<file path="config.mk">
export PLATFORM = sky130hd
export DESIGN_NAME = qam_mapper
export DESIGN_NICKNAME = d
export VERILOG_FILES = /design/src/rtl/qam_pkg.sv /design/src/rtl/qam_bit_gearbox.sv /design/src/rtl/qam_mapper.sv
export SDC_FILE = /design/constraint.sdc
export NUM_CORES = 1
export LEC_CHECK = 0
export CORE_AREA = 2 2 512 514
export CTS_BUF_LIST = sky130_fd_sc_hd__clkbuf_2 sky130_fd_sc_hd__clkbuf_4 sky130_fd_sc_hd__clkbuf_8
export CTS_CLUSTER_DIAMETER = 40
export CTS_CLUSTER_SIZE = 14
export DETAILED_ROUTE_END_ITERATION = 12
export DIE_AREA = 0 0 514 516
export GPL_ROUTABILITY_DRIVEN = 0
export GPL_TIMING_DRIVEN = 0
export PLACE_DENSITY = 0.31
export SLEW_MARGIN = 40
export SYNTH_ARGS = -nofsm -noshare
export SYNTH_HDL_FRONTEND = slang
export SYNTH_SLANG_ARGS = --single-unit
</file>
<file path="constraint.sdc">
create_clock -name clk -period 4.7 [get_ports clk]
set_input_delay 0.94 -clock clk [delete_from_list [all_inputs] [get_ports clk]]
set_output_delay 0.94 -clock clk [all_outputs]
set_load 0.01 [all_outputs]
</file>
<file path="src/rtl/qam_pkg.sv">
// Shared QAM types and sizing helpers for qam_mapper and constellation_former.
package qam_pkg;

  typedef enum logic {
    ST_FILL  = 1'b0,
    ST_FLUSH = 1'b1
  } state_e;

  localparam int unsigned QAM_IP = 5;

  typedef struct packed {
    logic signed [QAM_IP-1:0] i;
    logic signed [QAM_IP-1:0] q;
  } iq_point_t;

  function automatic int unsigned bps_f(input int unsigned points);
    return $clog2(points);
  endfunction

  function automatic int unsigned buf_w_f(input int unsigned in_w, input int unsigned points);
    return in_w + $clog2(points);
  endfunction

endpackage

</file>
<file path="src/rtl/qam_bit_gearbox.sv">
// Regroups IN_WIDTH-bit words into BPS-bit symbol indices, MSB first, zero-padding the tail on flush.
// QAM_MAPPER_STATS_EN adds a padded-symbol counter output.
module qam_bit_gearbox
  import qam_pkg::*;
#(
  parameter int unsigned POINTS   = 128,
  parameter int unsigned IN_WIDTH = 8,
  localparam int unsigned BPS     = bps_f(POINTS)
) (
  input  logic                clk,
  input  logic                rst_n,
  input  logic                flush_i,
  input  logic [IN_WIDTH-1:0] s_data,
  input  logic                s_valid,
  output logic                s_ready,
  output logic                s_accept_o,
  output logic [BPS-1:0]      idx_o,
  output logic                idx_valid_o,
  output logic                idx_last_o,
  input  logic                idx_ready_i
`ifdef QAM_MAPPER_STATS_EN
  ,
  output logic [31:0]         pad_count_o
`endif
);

  localparam int unsigned BUF_W  = buf_w_f(IN_WIDTH, POINTS);
  localparam int unsigned FILL_W = $clog2(BUF_W + 1);
  localparam logic [FILL_W-1:0] BPS_F   = FILL_W'(BPS);
  localparam logic [FILL_W-1:0] IN_F    = FILL_W'(IN_WIDTH);
  localparam logic [FILL_W-1:0] ACC_MAX = FILL_W'(BUF_W - IN_WIDTH);

  // Valid bits sit left-aligned in buf_q; everything below fill_q is kept zero.
  logic [BUF_W-1:0]  buf_q, buf_d, buf_shift;
  logic [FILL_W-1:0] fill_q, fill_d, fill_shift;
  logic              live_q;
  logic              whole, pad, emit, accept;

  assign s_ready     = live_q && !flush_i && (fill_q <= ACC_MAX);
  assign accept      = s_valid && s_ready;
  assign s_accept_o  = accept;

  assign whole       = fill_q >= BPS_F;
  assign pad         = flush_i && (fill_q != '0) && !whole;
  assign idx_valid_o = whole || pad;
  assign idx_last_o  = flush_i && (pad || (fill_q == BPS_F));
  assign idx_o       = buf_q[BUF_W-1 -: BPS];
  assign emit        = idx_valid_o && idx_ready_i;

  // NOTE: every combinational output gets a default first so no path leaves it unassigned (no latch).
  always_comb begin
    buf_shift  = buf_q;
    fill_shift = fill_q;
    if (emit) begin
      buf_shift  = buf_q << BPS;
      fill_shift = pad ? '0 : (fill_q - BPS_F);
    end
    buf_d  = buf_shift;
    fill_d = fill_shift;
    if (accept) begin
      buf_d  = buf_shift | (BUF_W'(s_data) << (ACC_MAX - fill_shift));
      fill_d = fill_shift + IN_F;
    end
  end

  // NOTE: sequential state uses non-blocking assignments so all registers update together.
  always_ff @(posedge clk or negedge rst_n) begin
    if (!rst_n) begin
      buf_q  <= '0;
      fill_q <= '0;
      live_q <= 1'b0;
    end else begin
      buf_q  <= buf_d;
      fill_q <= fill_d;
      live_q <= 1'b1;
    end
  end

`ifdef QAM_MAPPER_STATS_EN
  logic [31:0] pad_count_q;

  always_ff @(posedge clk or negedge rst_n) begin
    if (!rst_n) begin
      pad_count_q <= '0;
    end else if (emit && pad) begin
      pad_count_q <= pad_count_q + 32'd1;
    end
  end

  assign pad_count_o = pad_count_q;
`endif

endmodule

</file>
<file path="src/rtl/qam_mapper.sv">
// Streaming QAM mapper: bit gearbox, packet FSM and registered constellation lookup.
// Define QAM_MAPPER_STATS_EN to add the sym_count/pad_count statistics outputs.
module qam_mapper
  import qam_pkg::*;
#(
  parameter int unsigned POINTS       = 128,
  parameter int unsigned INTEGER_PART = 5,
  parameter int unsigned IN_WIDTH     = 8
) (
  input  logic                           clk,
  input  logic                           rst_n,
  input  logic [2*INTEGER_PART-1:0]      constellation_points [POINTS],
  input  logic [IN_WIDTH-1:0]            s_data,
  input  logic                           s_valid,
  input  logic                           s_last,
  output logic                           s_ready,
  output logic signed [INTEGER_PART-1:0] m_i,
  output logic signed [INTEGER_PART-1:0] m_q,
  output logic                           m_valid,
  output logic                           m_last,
  input  logic                           m_ready
`ifdef QAM_MAPPER_STATS_EN
  ,
  output logic [31:0]                    sym_count,
  output logic [31:0]                    pad_count
`endif
);

  localparam int unsigned BPS = bps_f(POINTS);

  state_e                        state_q, state_d;
  logic [BPS-1:0]                idx;
  logic                          idx_valid, idx_last, idx_ready, s_accept, emit;
  logic [2*INTEGER_PART-1:0]     point;
  logic signed [INTEGER_PART-1:0] m_i_q, m_i_d, m_q_q, m_q_d;
  logic                          m_valid_q, m_valid_d, m_last_q, m_last_d;

  // Gearbox may hand over a symbol whenever the output register is empty or draining.
  assign idx_ready = !m_valid_q || m_ready;
  assign emit      = idx_valid && idx_ready;
  assign point     = constellation_points[idx];

  qam_bit_gearbox #(
    .POINTS   (POINTS),
    .IN_WIDTH (IN_WIDTH)
  ) u_gearbox (
    .clk         (clk),
    .rst_n       (rst_n),
    .flush_i     (state_q == ST_FLUSH),
    .s_data      (s_data),
    .s_valid     (s_valid),
    .s_ready     (s_ready),
    .s_accept_o  (s_accept),
    .idx_o       (idx),
    .idx_valid_o (idx_valid),
    .idx_last_o  (idx_last),
    .idx_ready_i (idx_ready)
`ifdef QAM_MAPPER_STATS_EN
    ,
    .pad_count_o (pad_count)
`endif
  );

  always_comb begin
    state_d = state_q;
    unique case (state_q)
      ST_FILL:  if (s_accept && s_last) state_d = ST_FLUSH;
      ST_FLUSH: if (emit && idx_last)   state_d = ST_FILL;
      default:  state_d = ST_FILL;
    endcase
  end

  always_comb begin
    m_i_d     = m_i_q;
    m_q_d     = m_q_q;
    m_last_d  = m_last_q;
    m_valid_d = m_valid_q && !m_ready;
    if (emit) begin
      m_i_d     = point[2*INTEGER_PART-1:INTEGER_PART];
      m_q_d     = point[INTEGER_PART-1:0];
      m_last_d  = idx_last;
      m_valid_d = 1'b1;
    end
  end

  always_ff @(posedge clk or negedge rst_n) begin
    if (!rst_n) begin
      state_q   <= ST_FILL;
      m_i_q     <= '0;
      m_q_q     <= '0;
      m_valid_q <= 1'b0;
      m_last_q  <= 1'b0;
    end else begin
      state_q   <= state_d;
      m_i_q     <= m_i_d;
      m_q_q     <= m_q_d;
      m_valid_q <= m_valid_d;
      m_last_q  <= m_last_d;
    end
  end

  assign m_i     = m_i_q;
  assign m_q     = m_q_q;
  assign m_valid = m_valid_q;
  assign m_last  = m_last_q;

`ifdef QAM_MAPPER_STATS_EN
  logic [31:0] sym_count_q;

  always_ff @(posedge clk or negedge rst_n) begin
    if (!rst_n) begin
      sym_count_q <= '0;
    end else if (m_valid_q && m_ready) begin
      sym_count_q <= sym_count_q + 32'd1;
    end
  end

  assign sym_count = sym_count_q;
`endif

endmodule

</file>
Fig. 1: run 1, sequential cells colored by netlist name
Scale bar: 200 um. Other sequential cells in the stronger gray, the rest of the logic in the fainter gray.
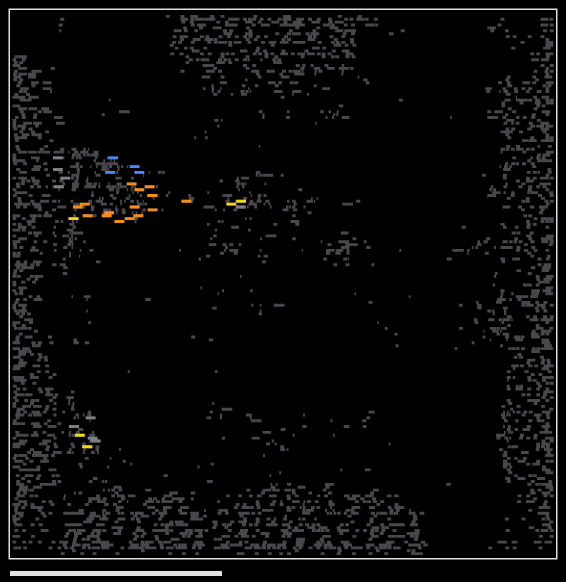
u_gearbox.fill_q -> blue  # flops 4
m_i -> yellow  # flops 5
u_gearbox.buf_q -> orange  # flops 15
Reg area: 826 sq um
Seq area share: 2.65%
fin util: 12.0%
sequential power: 0.482 mW

Fig. 2: run 1, metal layers overlaid
Two of the layers only.
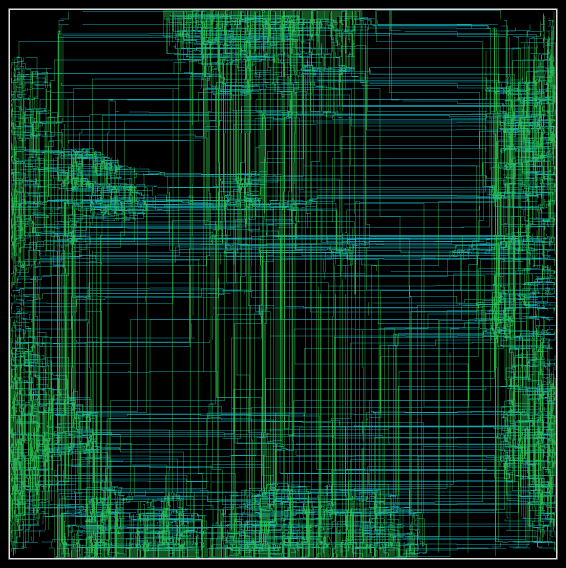
met2 -> green  # wire length 117 mm
met1 -> cyan  # wire length 89.9 mm
routed len/inst: 37.4 um
Post-Route WL: 225 mm
GRT Total Usage: 16.2%
vias: 18900

==> results_slide.txt, run 1 <==
Run Summary

Global route
  • First-pass GRT wire length: 267 mm

Worst setup path
  • Crit. path cell count: 11
  • Reg2reg setup slack: 0.28 ns
  • CP Max Fanout: 11
  • Worst R2R End: m_i[3]
  • Worst Path Arrival: 4.70 ns

Final timing
  • Setup violators final: 0
  • Final Hold Fails: 0
  • RSZ-0062 raised after global routing: false
  • Tcrit/Tclk final: 94.1%
  • Setup Skew: 0.00983 ns
  • Max_slew headroom: 29.4%
  • Worst slew pin tran: 1.06 ns

CTS
  • Root Buffer: clkbuf_8
  • TritonCTS clock tree: yes
  • Inserted Clock Buffers: 5
  • # resized after CTS: 10

Yosys
  • Synth Warn #: 0
  • Seq cells post-synth: 33
  • Synth logic family: multiplexers
  • Post-Syn Instances: 1234
  • Sequential area share after synthesis: 6.42%
  • Post-Syn Nets: 2529
  • Basic Gates by Area: 8.48%

Flow run
  • Tool Warnings: 27

Placement
  • Dpl hpwl: 199 mm

Run status
  • Outcome: complete, no violations

Drt
  • DRT iter0 DRCs: 919

Die
  • Row cnt: 187
Fig. 3: run 1, pin map
Pins as bars across the die edge, other pins in gray.
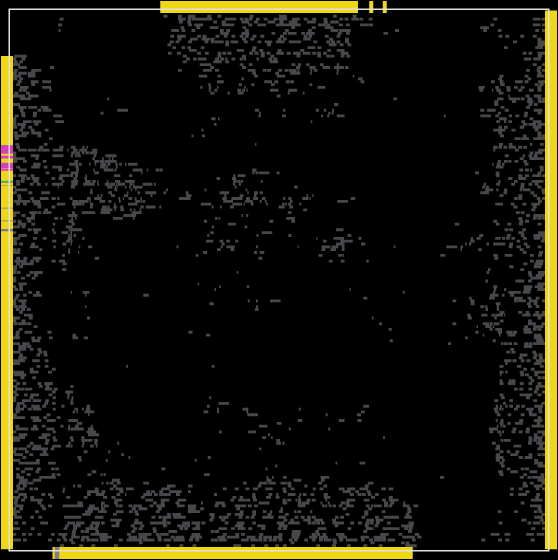
s_data -> magenta  # pins 8, direction input, edge left
constellation_points -> yellow  # pins 1280, direction input, edge 378 right, 367 bottom, 327 left, 208 top
s_last -> green  # pins 1, direction input, edge left
all pins by edge = 378 right, 373 bottom, 346 left, 209 top
chip width: 514 um
Die Y-Extent: 516 um
number of I/O port buffers: 1305

Fig. 4: run 1, clock nets
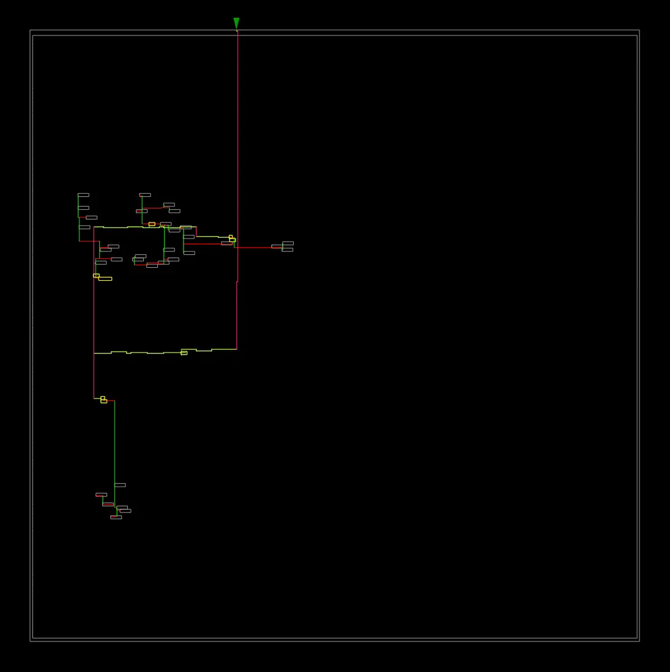
flop count: 33
clock buf count: 5

-- run 1: worst reg2reg max path: stages, from the launching register on --
cell	delay [ns]
dfrtp_1	0.32
buf_2	0.19
buf_2	0.37
nand2_2	0.31
clkbuf_4	0.49
buf_1	0.48
o22ai_1	0.81
o22ai_1	0.17
a32oi_1	0.27
buf_4	0.21
nand3_1	0.40
nor4_1	0.30
-- run 1: sequential cells by signal, indices dropped and copies added, names as in the netlist --
name and count:
m_q 5, m_valid 1, m_i 5, u_gearbox.live_q 1, state_q 1, m_last 1, u_gearbox.buf_q 15, u_gearbox.fill_q 4
-- run 1: cell usage in the layout, fill, tap and decap left out, types with 7 or more instances in the layout --
cell / Yosys / layout
o21ai_0: 55 / 51
buf_6: 35 / 36
clkbuf_1: 47 / 14
a221oi_1: 8 / 8
o211ai_1: 13 / 13
mux4_2: 220 / 220
nand2_1: 68 / 67
clkbuf_4: 0 / 8
o2bb2ai_1: 7 / 7
and3_1: 7 / 7
nor2b_1: 9 / 9
dfrtp_1: 33 / 33
and2_1: 24 / 24
a31oi_1: 18 / 17
a21o_1: 15 / 15
clkdlybuf4s50_1: 0 / 1304
nor2_1: 44 / 42
mux2i_1: 220 / 208
buf_16: 0 / 10
o22ai_1: 85 / 73
mux2i_2: 0 / 11
buf_2: 35 / 36
o221ai_1: 54 / 50
clkbuf_2: 0 / 25
buf_4: 8 / 25
a211oi_1: 14 / 13
diode_2: 0 / 36
mux2_2: 15 / 15
nor3_1: 9 / 8
a21oi_1: 35 / 33
nand3_1: 45 / 44
o22ai_2: 0 / 11
nor4_1: 8 / 8
buf_8: 7 / 9
-- run 1: routing by layer --
layer	share of wire (%)	wire [um]	global-route usage, %
met1	40	89900	19.2
met2	52	117000	30.4
met3	5.9	13200	2.69
met4	2.1	4710	3.42
met5	0.069	156	0
-- run 1: cells by family (layout without fill, tap and decap cells) --
kind of cell,after synthesis,in the layout
multiplexers,462,462
AND-OR/OR-AND,350,350
AND/OR/NAND/NOR,229,229
buffers and inverters,156,1495
flip-flops,33,33
adder cells (fa/ha/maj),2,2
other,1,37
XOR/XNOR,1,1
-- run 1: final cells by class --
type	instances	area [sq um]
inverter	10	40.0
clock buffer	5	68.8
tap	3402	4260
timing repair buffer	1331	13500
sequential	33	826
multi-input combinational	1045	11300
fill	29600	228000
antenna	36	90.1
buffer	146	1060
clock inverter	3	46.3
-- run 1: metrics by stage --
stage          instances  TNS, ns
5_1_grt             5988        0
4_1_cts             5975        0
3_5_place_dp        5967    -1.67
6_report            6011        0
2_1_floorplan       1234        0
3_3_place_gp        5941   -18.10
-- run 1: report_power, final --
group / internal [mW] / switching, mW / total [mW]
combinational: 5.05 / 9.22 / 14.3
clock: 0.159 / 0.169 / 0.328
sequential: 0.395 / 0.0871 / 0.482
## Run 2: what changed since run 1
--- a/config.mk
+++ b/config.mk
@@ -6,7 +6,6 @@
 export NUM_CORES = 1
 export LEC_CHECK = 0
 export CORE_AREA = 2 2 512 514
-export CTS_BUF_LIST = sky130_fd_sc_hd__clkbuf_2 sky130_fd_sc_hd__clkbuf_4 sky130_fd_sc_hd__clkbuf_8
 export CTS_CLUSTER_DIAMETER = 40
 export CTS_CLUSTER_SIZE = 14
 export DETAILED_ROUTE_END_ITERATION = 12
@@ -14,6 +13,7 @@
 export GPL_ROUTABILITY_DRIVEN = 0
 export GPL_TIMING_DRIVEN = 0
 export PLACE_DENSITY = 0.31
+export SETUP_SLACK_MARGIN = 0.3
 export SLEW_MARGIN = 40
 export SYNTH_ARGS = -nofsm -noshare
 export SYNTH_HDL_FRONTEND = slang
Fig. 5: run 2, clock nets
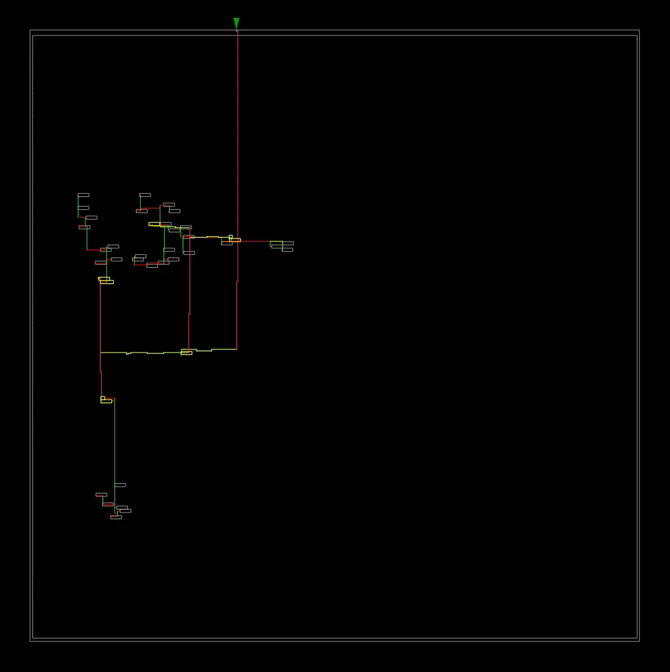
Setup Skew: 0.00601 ns
Inserted Clock Buffers: 5
clk pwr: 0.429 mW
CTS sink cnt: 33
clk latency late pin: 0.33 ns

==> results_slide.txt, run 2 <==
Run Summary

Worst setup path
  • Worst Path Arrival: 4.42 ns
  • Crit. path cell count: 9
  • Critical path type: primary input to flip-flop

Power and ir drop
  • Logic gate share of total power: 94.0%
  • Sw Share: 62.3%
  • P_int: 5.73 mW
  • Clk pwr share: 2.8%
  • Seq pwr share: 3.2%
  • NetSw: 9.49 mW

Finish
  • Reg with most FFs: u_gearbox.buf_q
  • Layout cell share with drive strength beyond 1: 17.6%
  • Number of flip-flops in the largest register: 15
  • Final instance count without filler cells: 6005
  • Most common logic cell in the routed design: clkdlybuf4s50_1
  • Most common logic cells in the final layout: clkdlybuf4s50_1 (1304), mux4_2 (220), mux2i_1 (208)

Global route
  • Vias in the first global route: 20800
  • M1 GR Usage: 19.2%
  • Grt met2 use: 30.5%
  • First-pass GRT wire length: 267 mm
  • GR Layer Usage met3: 2.60%
  • GRT busiest layer: met2

Die
  • Die Y-Extent: 516 um
  • Chip width: 514 um
  • I/O pin cnt: 1306
  • Row cnt: 187

Yosys
  • Post-Syn Instances: 1234
  • Synth Warn #: 0
  • Post-Syn Nets: 2529
  • Seq cells post-synth: 33
  • Synth logic family: multiplexers
  • Sequential area share after synthesis: 6.42%
  • Multiplexer share: 58.3%
  • XOR Share, Synth: 0.0681%

CTS
  • Max Buffers Root-to-Sink: 2
  • Root Buffer: clkbuf_16
  • TritonCTS clock tree: yes

Flow run
  • Tool Warnings: 28

Placement
  • Placed Cells: 5967
  • Dpl hpwl: 199 mm
  • Number of I/O port buffers: 1305

Drt
  • Routed len/inst: 37.5 um
  • DRT iter0 DRCs: 992

Final timing
  • Tcrit/Tclk final: 89.8%
  • Final Hold Fails: 0
  • Setup violators final: 0
  • RSZ-0062 raised after global routing: false
  • Worst slew pin tran: 1.00 ns
  • Max_slew headroom: 33.2%

Run status
  • Outcome: complete, no violations
Fig. 6: run 2, metal layers overlaid
Two of the layers only.
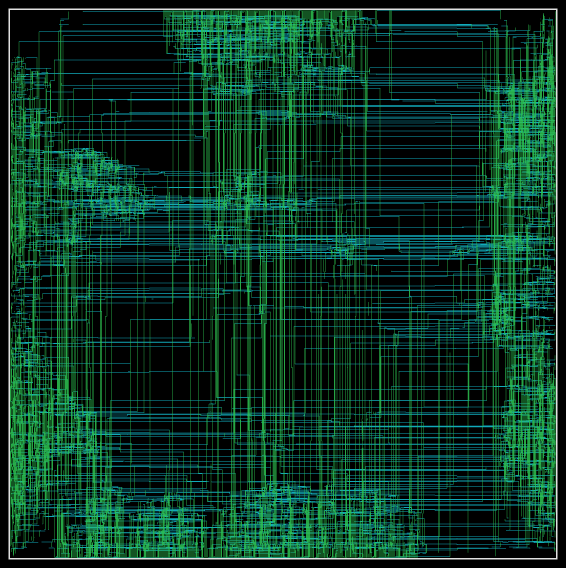
met1 -> cyan  # wire length 90.6 mm
met2 -> green  # wire length 117 mm
Post-Route WL: 225 mm
vias: 18900
GRT Total Usage: 16.2%

==> run 2: cells by family (layout without fill, tap and decap cells) <==
| family | count (synthesis) | after routing |
|---|---|---|
| AND-OR/OR-AND | 350 | 350 |
| XOR/XNOR | 1 | 1 |
| adder cells (fa/ha/maj) | 2 | 2 |
| buffers and inverters | 156 | 1495 |
| flip-flops | 33 | 33 |
| multiplexers | 462 | 462 |
| other | 1 | 31 |
| AND/OR/NAND/NOR | 229 | 229 |
==> run 2: cell type report <==
type                    instances  area (sq um)
plain buffers                 146          1070
inverters                      10          40.0
fillers                     29600        228000
flip-flops and latches         33           826
repair buffers               1331         13500
multi-input cells            1045         11400
well taps                    3402          4260
clock buffers                   5           125
clock inverters                 3          46.3
diodes                         30          75.1
==> run 2: per-stage QoR <==
| stage | setup TNS (ns) | util (%) | instance area (sq um) |
|---|---|---|---|
| final | 0 | 12.1 | 31300 |
| after global routing | 0 | 12.1 | 31300 |
| after CTS | 0 | 12.0 | 31200 |
| after detailed placement | -1.67 | 11.9 | 30900 |
| after global placement | -18.10 | 11.6 | 30200 |
| after floorplan | 0 | - | 12900 |
==> run 2: timing repair <==
action	4_1_cts	5_1_grt
endpoints found under the setup margin	10	4
pin swaps	0	0
hold buffers	0	0
gates resized	24	6
==> run 2: final timing paths <==
kind / startpoint / endpoint / slack, ns
max in group asynchronous: rst_n / m_q[3] / 3.79
hold / removal: rst_n / m_valid / 0.49
min in group clk: u_gearbox.buf_q[6] / u_gearbox.buf_q[6] / 0.49
setup reg to reg: u_gearbox.fill_q[0] / m_q[4] / 0.50
setup / recovery: m_ready / m_q[4] / 0.48
hold reg to reg: u_gearbox.buf_q[6] / u_gearbox.buf_q[6] / 0.49
==> run 2: per-layer routing <==
layer	up-vias	share of wire [%]
met5	-	0.057
met4	18	2.1
met3	175	5.6
met2	1228	52
met1	9502	40
li1	7998	-
==> run 2: power by group through the flow <==
stage	clock network, mW	logic [mW]	registers [mW]
after detailed placement	0	15.1	0.488
after global placement	0	14.5	0.487
after floorplan	0	5.92	0.474
final	0.429	14.3	0.486
after global routing	0.455	15.2	0.499
after CTS	0.452	15.2	0.485
## Run 3: what changed since run 2
--- a/config.mk
+++ b/config.mk
@@ -5,12 +5,12 @@
 export SDC_FILE = /design/constraint.sdc
 export NUM_CORES = 1
 export LEC_CHECK = 0
-export CORE_AREA = 2 2 512 514
+export CORE_AREA = 2 2 513 515
 export CTS_CLUSTER_DIAMETER = 40
 export CTS_CLUSTER_SIZE = 14
 export DETAILED_ROUTE_END_ITERATION = 12
-export DIE_AREA = 0 0 514 516
-export GPL_ROUTABILITY_DRIVEN = 0
+export DIE_AREA = 0 0 515 517
+export GPL_ROUTABILITY_DRIVEN = 1
 export GPL_TIMING_DRIVEN = 0
 export PLACE_DENSITY = 0.31
 export SETUP_SLACK_MARGIN = 0.3
==> constraint.sdc (replaced) <==
create_clock -name clk -period 4.3 [get_ports clk]
set_input_delay 0.86 -clock clk [delete_from_list [all_inputs] [get_ports clk]]
set_output_delay 0.86 -clock clk [all_outputs]
set_load 0.01 [all_outputs]
Fig. 7: run 3, pin map
Pins as bars across the die edge, other pins in gray.
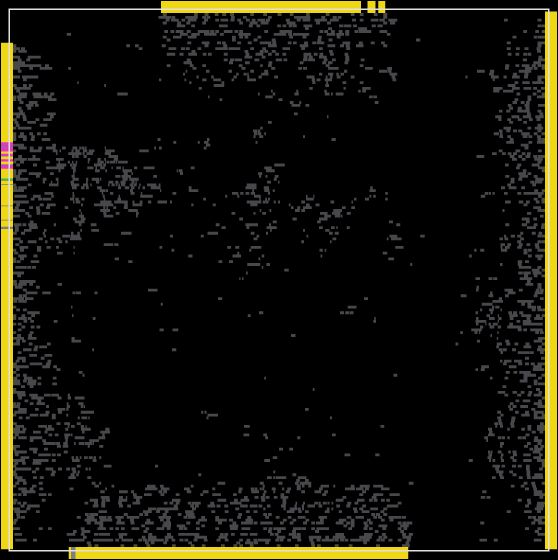
s_data -> magenta  # pins 8, direction input, edge left
constellation_points -> yellow  # pins 1280, direction input, edge 378 right, 346 bottom, 337 left, 219 top
s_last -> green  # pins 1, direction input, edge left
all pins by edge = 378 right, 356 left, 352 bottom, 220 top
chip width: 515 um
Die Y-Extent: 517 um

==> results_slide.txt, run 3 <==
Run Summary

Yosys
  • Post-Syn Instances: 1234
  • XOR Share, Synth: 0.0681%
  • Post-Syn Nets: 2529
  • Seq cells post-synth: 33
  • Basic Gates by Area: 8.48%
  • Synth Warn #: 0
  • Synth logic family: multiplexers

Finish
  • Final instance count without filler cells: 6034
  • Final Instance Area: 31700 sq um
  • Most common logic cells in the final layout: clkdlybuf4s50_1 (1304), mux4_2 (220), mux2i_1 (208)
  • Reg with most FFs: u_gearbox.buf_q
  • Fin util: 12.1%
  • Number of flip-flops in the largest register: 15
  • Layout cell share with drive strength beyond 1: 18.3%

Final timing
  • Worst slew pin tran: 0.877 ns
  • Final Hold Fails: 0
  • Setup violators final: 0
  • Max_slew headroom: 41.5%

Global route
  • GRT Total Usage: 16.1%
  • Vias in the first global route: 20500
  • First-pass GRT wire length: 265 mm

CTS
  • TritonCTS clock tree: yes
  • Inserted Clock Buffers: 5
  • Root Buffer: clkbuf_16
  • Max Buffers Root-to-Sink: 2
  • CTS sink cnt: 33

Placement
  • Dpl hpwl: 200 mm
  • Placed Cells: 5985
  • Placed inst area: 31000 sq um
  • Number of I/O port buffers: 1305

Worst setup path
  • CP Max Fanout: 10
  • Origin of the critical flop-to-flop path: u_gearbox.fill_q[0]
  • Critical path launch point: u_gearbox.fill_q[0]

Die
  • I/O pin cnt: 1306
  • Row cnt: 188

Run status
  • Outcome: complete, no violations

Drt
  • Post-Route WL: 224 mm

Power and ir drop
  • Logic gate share of total power: 94.0%
Fig. 8: run 3, clock nets
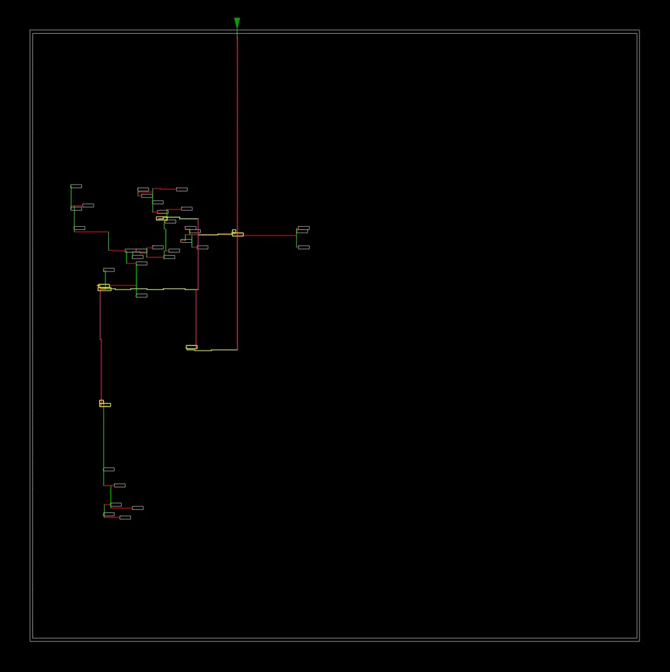
Setup Skew: 0.00701 ns
clk latency late pin: 0.34 ns

## run 3: cell families (layout without fill, tap and decap cells)
logic type	count (synthesis)	in the layout
fa+ha+maj	2	2
flops	33	33
mux	462	462
compound gates	350	350
simple gates	229	229
xor+xnor	1	1
buf+inv	156	1495
other cells	1	42
## run 3: cell type report
class	count	area, sq um
Antenna cell	41	103
Buffer	146	1140
Clock buffer	5	125
Clock inverter	3	46.3
Fill cell	29700	229000
Inverter	10	38.8
Multi-Input combinational cell	1045	11600
Sequential cell	33	826
Tap cell	3420	4280
Timing Repair Buffer	1331	13500
## run 3: layer usage
layer / global-route usage, % / wire length [um] / vias to the layer above / part of all wire (%)
met5: 0 / 108 / - / 0.048
met4: 3.65 / 5540 / 16 / 2.5
met3: 3.07 / 13000 / 171 / 5.8
met2: 30.4 / 116000 / 1164 / 52
met1: 18.5 / 88500 / 9462 / 40
li1: - / - / 8015 / -
## run 3: path summary, 6_finish.rpt
kind	end	slack, ns	cells past startpoint
max in group asynchronous	m_q[4]	3.43	2
hold / removal	m_valid	0.41	1
setup / recovery	m_q[4]	0.42	12
hold reg to reg	u_gearbox.buf_q[6]	0.49	2
min in group clk	u_gearbox.buf_q[6]	0.49	2
setup reg to reg	m_q[4]	0.42	12
## run 3: power by group through the flow
stage	Combinational, mW	Sequential [mW]	Clock (mW)
2_1_floorplan	6.47	0.518	0
3_3_place_gp	15.9	0.525	0
3_5_place_dp	16.4	0.528	0
4_1_cts	16.9	0.526	0.509
5_1_grt	16.9	0.541	0.508
6_report	15.9	0.526	0.491
## run 3: what timing repair did
action | 4_1_cts | 5_1_grt
pin swaps | 3 | 1
gates resized | 82 | 8
hold buffers | 0 | 0
gates cloned | 0 | 0
setup endpoints to repair | 10 | 7
Power is estimated from default activity; no workload was simulated.
